<file path="config.mk">
export PLATFORM = sky130hd
export DESIGN_NAME = aes_cipher_iter
export DESIGN_NICKNAME = d
export VERILOG_FILES = /design/src/rtl/aes_cipher_iter.sv
export SDC_FILE = /design/constraint.sdc
export NUM_CORES = 2
export LEC_CHECK = 0
export CAP_MARGIN = 25
export CORE_AREA = 2 2 659 661
export CTS_CLUSTER_DIAMETER = 80
export DETAILED_ROUTE_END_ITERATION = 6
export DIE_AREA = 0 0 661 663
export PLACE_DENSITY = 0.47
export SLEW_MARGIN = 20
export SYNTH_ARGS = -nofsm -noshare
export SYNTH_HDL_FRONTEND = slang
export SYNTH_SLANG_ARGS = --single-unit
</file>
<file path="constraint.sdc">
create_clock -name clk -period 5.37 [get_ports clk]
set_input_delay 1.074 -clock clk [delete_from_list [all_inputs] [get_ports clk]]
set_output_delay 1.074 -clock clk [all_outputs]
set_load 0.01 [all_outputs]
</file>
<file path="src/rtl/aes_cipher_iter.sv">
// Iterative AES-128 encryption core: one round per clock, expanded key supplied on a flat bus.
// Optional AES_ABORT_EN adds an `abort` input that cancels an in-flight block.
module aes_cipher_iter #(
    parameter int unsigned NR      = 10,
    parameter int unsigned KEY_BUS = (NR + 1) * 128
) (
    input  logic               clk,
    input  logic               rst_n,
    input  logic               start,
`ifdef AES_ABORT_EN
    input  logic               abort,
`endif
    input  logic [127:0]       plaintext,
    input  logic [KEY_BUS-1:0] round_key,
    output logic               busy,
    output logic               done,
    output logic [127:0]       ciphertext
);

    localparam int unsigned CTR_W = 4;
    localparam int unsigned BLK_W = 128;
    localparam int unsigned RK_N  = 16;
    localparam logic [CTR_W-1:0] LAST_RND = CTR_W'(NR);

    // FIPS-197 S-box, entry 0 in the most significant byte
    localparam logic [2047:0] SBOX_TBL = {
        128'h637c777bf26b6fc53001672bfed7ab76, 128'hca82c97dfa5947f0add4a2af9ca472c0,
        128'hb7fd9326363ff7cc34a5e5f171d83115, 128'h04c723c31896059a071280e2eb27b275,
        128'h09832c1a1b6e5aa0523bd6b329e32f84, 128'h53d100ed20fcb15b6acbbe394a4c58cf,
        128'hd0efaafb434d338545f9027f503c9fa8, 128'h51a3408f929d38f5bcb6da2110fff3d2,
        128'hcd0c13ec5f974417c4a77e3d645d1973, 128'h60814fdc222a908846eeb814de5e0bdb,
        128'he0323a0a4906245cc2d3ac629195e479, 128'he7c8376d8dd54ea96c56f4ea657aae08,
        128'hba78252e1ca6b4c6e8dd741f4bbd8b8a, 128'h703eb5664803f60e613557b986c11d9e,
        128'he1f8981169d98e949b1e87e9ce5528df, 128'h8ca1890dbfe6426841992d0fb054bb16
    };

    typedef enum logic {IDLE, RUN} fsm_t;

    fsm_t             fsm_q, fsm_d;
    logic [CTR_W-1:0] ctr_q, ctr_d;
    logic [BLK_W-1:0] st_q, st_d;
    logic [BLK_W-1:0] ct_d;
    logic             busy_d, done_d;
    logic [BLK_W-1:0] rk [RK_N];
    logic [BLK_W-1:0] sb_sr;

    function automatic logic [7:0] sbox(input logic [7:0] b);
        return SBOX_TBL[{~b, 3'b111} -: 8];
    endfunction

    function automatic logic [7:0] xtime(input logic [7:0] b);
        return {b[6:0], 1'b0} ^ (b[7] ? 8'h1b : 8'h00);
    endfunction

    // SubBytes then ShiftRows; byte i sits at row i%4, column i/4
    function automatic logic [BLK_W-1:0] sub_shift(input logic [BLK_W-1:0] x);
        logic [BLK_W-1:0] y;
        y = '0;
        for (int c = 0; c < 4; c++) begin
            for (int r = 0; r < 4; r++) begin
                y[127 - 8*(4*c + r) -: 8] = sbox(x[127 - 8*(4*((c + r) % 4) + r) -: 8]);
            end
        end
        return y;
    endfunction

    function automatic logic [BLK_W-1:0] mix_columns(input logic [BLK_W-1:0] x);
        logic [BLK_W-1:0] y;
        logic [7:0] a0, a1, a2, a3;
        y = '0;
        for (int c = 0; c < 4; c++) begin
            a0 = x[127 - 32*c -: 8];
            a1 = x[119 - 32*c -: 8];
            a2 = x[111 - 32*c -: 8];
            a3 = x[103 - 32*c -: 8];
            y[127 - 32*c -: 8] = xtime(a0) ^ xtime(a1) ^ a1 ^ a2 ^ a3;
            y[119 - 32*c -: 8] = a0 ^ xtime(a1) ^ xtime(a2) ^ a2 ^ a3;
            y[111 - 32*c -: 8] = a0 ^ a1 ^ xtime(a2) ^ xtime(a3) ^ a3;
            y[103 - 32*c -: 8] = xtime(a0) ^ a0 ^ a1 ^ a2 ^ xtime(a3);
        end
        return y;
    endfunction

    // Round keys indexed directly by the 4-bit counter; unused slots read as zero
    always_comb begin
        for (int k = 0; k < int'(RK_N); k++) begin
            rk[k] = '0;
        end
        for (int k = 0; k <= int'(NR); k++) begin
            rk[k] = round_key[128*k +: 128];
        end
    end

    assign sb_sr = sub_shift(st_q);

    always_comb begin
        fsm_d  = fsm_q;
        ctr_d  = ctr_q;
        st_d   = st_q;
        ct_d   = ciphertext;
        busy_d = busy;
        done_d = 1'b0;
        case (fsm_q)
            IDLE: begin
                if (start) begin
                    st_d   = plaintext ^ rk[0];
                    ctr_d  = CTR_W'(1);
                    busy_d = 1'b1;
                    fsm_d  = RUN;
                end
            end
            RUN: begin
`ifdef AES_ABORT_EN
                if (abort) begin
                    fsm_d  = IDLE;
                    st_d   = '0;
                    ctr_d  = '0;
                    busy_d = 1'b0;
                end else
`endif
                if (ctr_q == '0 || ctr_q > LAST_RND) begin
                    fsm_d  = IDLE;
                    ctr_d  = '0;
                    busy_d = 1'b0;
                end else if (ctr_q == LAST_RND) begin
                    ct_d   = sb_sr ^ rk[ctr_q];
                    done_d = 1'b1;
                    busy_d = 1'b0;
                    ctr_d  = '0;
                    fsm_d  = IDLE;
                end else begin
                    st_d  = mix_columns(sb_sr) ^ rk[ctr_q];
                    ctr_d = ctr_q + CTR_W'(1);
                end
            end
            default: begin
                fsm_d  = IDLE;
                ctr_d  = '0;
                busy_d = 1'b0;
            end
        endcase
    end

    always_ff @(posedge clk or negedge rst_n) begin
        if (!rst_n) begin
            fsm_q      <= IDLE;
            ctr_q      <= '0;
            st_q       <= '0;
            ciphertext <= '0;
            busy       <= 1'b0;
            done       <= 1'b0;
        end else begin
            fsm_q      <= fsm_d;
            ctr_q      <= ctr_d;
            st_q       <= st_d;
            ciphertext <= ct_d;
            busy       <= busy_d;
            done       <= done_d;
        end
    end

endmodule

</file>
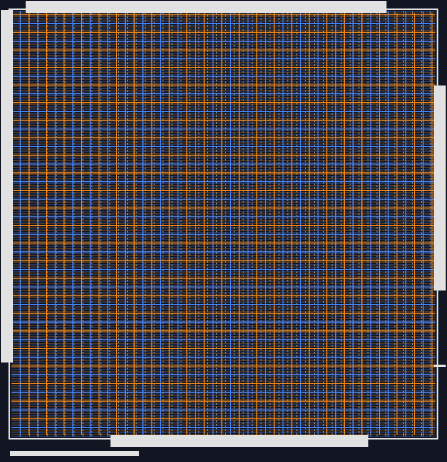
Fig. 1. Power grid.
The bar under the picture is 200 um long. Pins as bars on the die edge. Tap cells in gray.
VDD: marked orange. VSS: marked blue.
The core has 242 rows. 5734 tap cells. 1669 signal pins sit on the boundary. 48 straps on met5.
horizontal die dimension: 661 um
die extent in y: 663 um

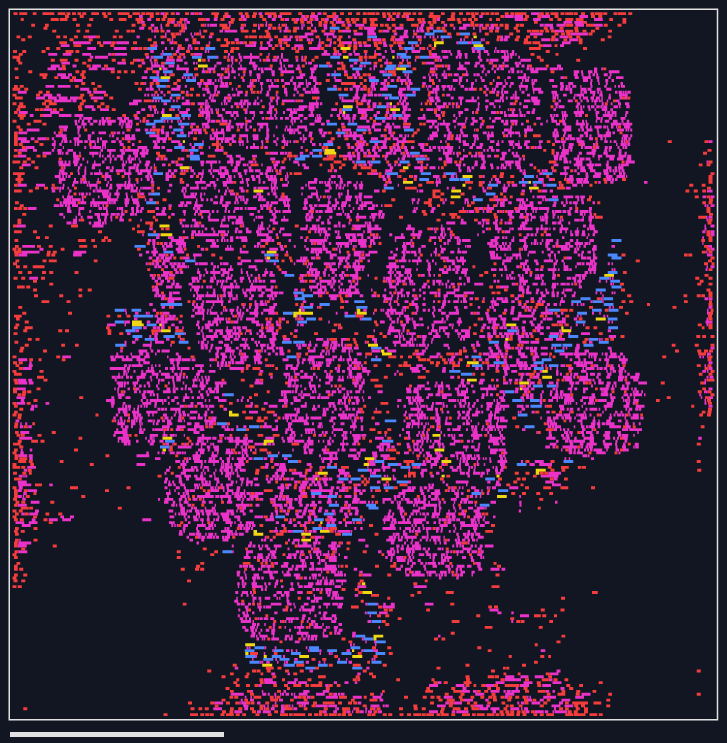
Fig. 2. Cells colored by class.
The bar under the picture is 200 um long.
other buffers and delay cells: marked red, cells 2755, share of their area 25%. clock drivers and dummy loads: marked yellow, cells 95, share of their area 1.7%. all other logic: marked magenta, cells 9581, share of their area 67%. flip-flops: marked blue, cells 263, share of their area 6.5%.
Layout Utilization: 0.259
Post-Layout Inst Area: 112000 um^2
Seq/total area: 0.0599

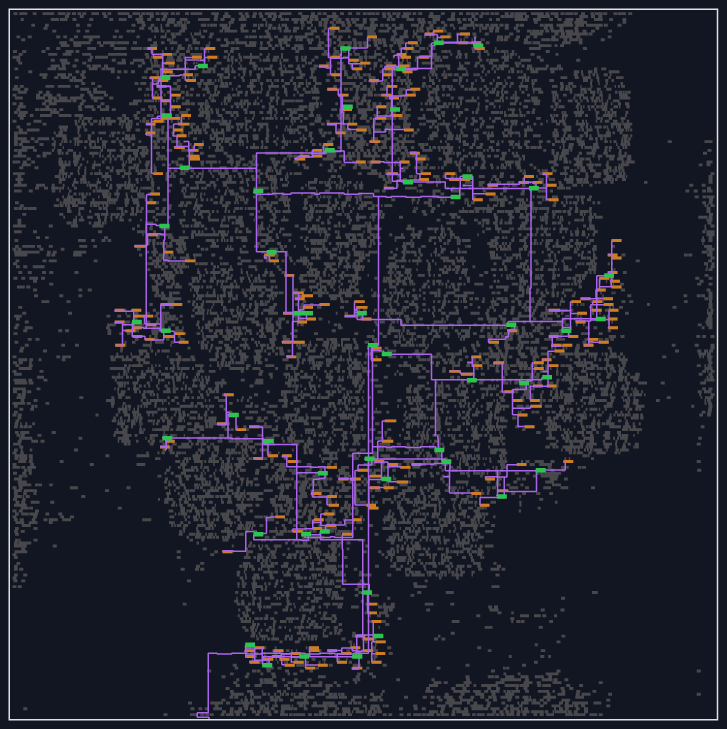
Fig. 3. Clock distribution.
clock wires: marked purple, length 8070 um. cells driving clock nets: marked green, count 51. flip-flops: marked orange, count 263.
There are 52 routed clock nets.
clock skew after layout: 75.5 ps
clk_lat worst skew: 770 ps

==> qor.yml <==
grt:
  number_of_antenna_violations_at_the_first_check_in_global_routing: 524
synthesis:
  netlist_area_um2: 81500
  most_area_hungry_cell_type_in_the_yosys_netlist: "mux4_2"
  syn-mean-instance-area_um2: 7.30
  async_reset_ff_frac: 1.00
layout:
  finish.net_count: 14431
  multiInputGateArea_um2: 68700
  final_layout_size_suffix_gt1_frac: 0.153
clock_network:
  number_of_h_tree_branching_levels: 2
  cts_num_sinks: 263
  cts_buffer_count: 51
detailed_routing:
  route.detailed.vias_per_inst: 5.95
  drt_first_iter_violations: 19103
  detail_route.wl_per_cell_um: 43.7
  final_antenna_net_count: 0
  finalWirelength_mm: 827
  total_vias_in_the_final_route: 112607
final_timing:
  maxSlewViolCount: 0
  max-slew-margin-rel: 0.221
  setup-violations-final: 0
  transition_at_the_pin_with_the_smallest_max_transition_slack_ps: 1170
  final_period_minus_worst_setup_slack_ps: 5010
run_status:
  status: "finished, final reports clean"
worst_setup_path:
  timing.critical_path.to_type: "flop"
  ff2ff_path_depth: 14
  reg2reg_setup_slack_ps: 360
job:
  log_warnings: 272
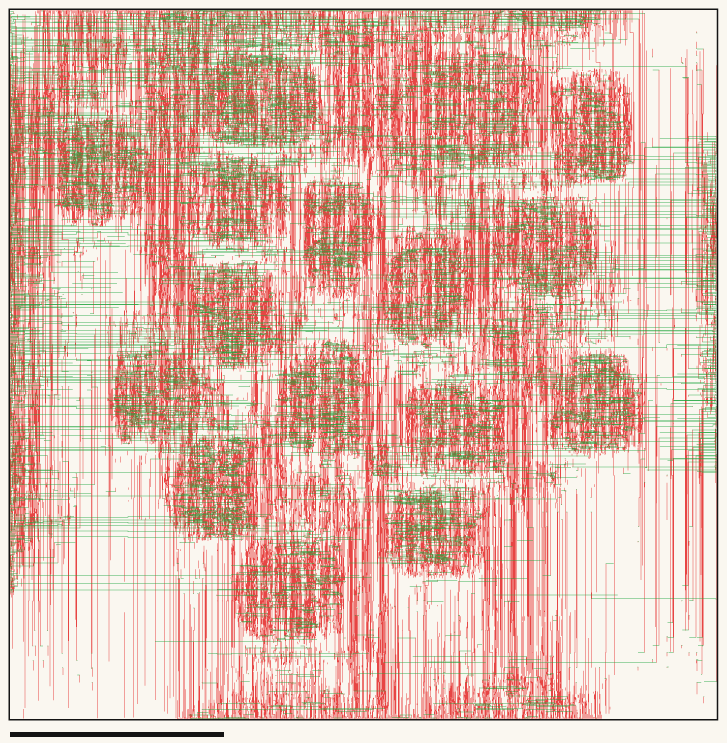
Fig. 4. Metal layers overlaid.
The bar under the picture is 200 um long. Only two layers are drawn.
met2: marked red, wire length 338 mm. met3: marked green, wire length 107 mm.

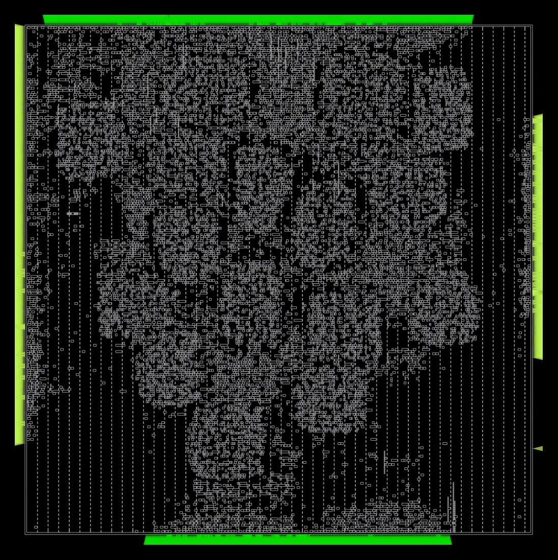
Fig. 5. Placed standard cells.
final standard cell count with taps included and fillers excluded: 18937
count of standard-cell rows: 242
area inside the core boundary: 432000 um^2
# Taps: 5734

==> worst max-delay path by stage <==
stage	from	endpoint
after floorplan	st_q[121]	st_q[124]
after detailed placement	st_q[96]	st_q[93]
after CTS	st_q[96]	st_q[93]
after global routing	st_q[104]	st_q[50]
final	st_q[104]	st_q[50]
after global placement	st_q[51]	st_q[89]
==> layout make-up <==
type | instances | area share
flip-flops and latches | 263 | 0.0599
multi-input cells | 9412 | 0.614
diodes | 509 | 0.0114
inverters | 169 | 0.00574
repair buffers | 2755 | 0.229
well taps | 5734 | 0.0642
clock buffers | 65 | 0.0126
clock inverters | 30 | 0.00297
==> cell usage after synthesis, drive strengths merged, types with 52 or more instances <==
cell / instances
a21oi: 932
o21ai: 931
nand2: 820
nor2: 809
clkbuf: 745
buf: 580
xnor2: 501
mux4: 453
nor3: 429
mux2i: 361
xor2: 338
nand2b: 307
nor2b: 290
nand3: 271
dfrtp: 263
ha: 240
a31oi: 236
o211ai: 194
o22ai: 191
a211oi: 183
o311ai: 174
a221oi: 173
a311oi: 144
inv: 141
o31ai: 130
and2: 103
or2: 88
or3: 69
o221ai: 65
a21o: 63
and3: 63
nor3b: 57
a211o: 56
a2111oi: 52
==> kinds of logic after synthesis <==
family                   share of synthesized area
flip-flops                                  0.0808
buffers and inverters                       0.0777
AND-OR/OR-AND                                0.332
multiplexers                                 0.176
AND/OR/NAND/NOR                              0.204
adder cells (fa/ha/maj)                     0.0370
XOR/XNOR                                    0.0928
==> layer usage <==
metal | part of all wire | track usage
met5 | 0.0017 | 0
met4 | 0.11 | 0.323
met3 | 0.13 | 0.144
met2 | 0.41 | 0.514
met1 | 0.35 | 0.406
==> sequential cells by signal (all words and copies together) (netlist names) <==
| register | cells |
|---|---|
| ciphertext | 128 |
| st_q | 128 |
| ctr_q | 4 |
| done | 1 |
| fsm_q | 1 |
| busy | 1 |
==> worst max-delay path, cell delays in order (launching register included) <==
cell      delay, ps
dfrtp_1         370
inv_1           210
ha_1            700
nor2_1          360
buf_4           240
nor3_1          190
a31oi_1          70
mux4_2          470
a22oi_1         330
o31ai_1         210
clkbuf_2        240
xor2_1          270
xnor2_1         880
buf_4           240
a221oi_1         70
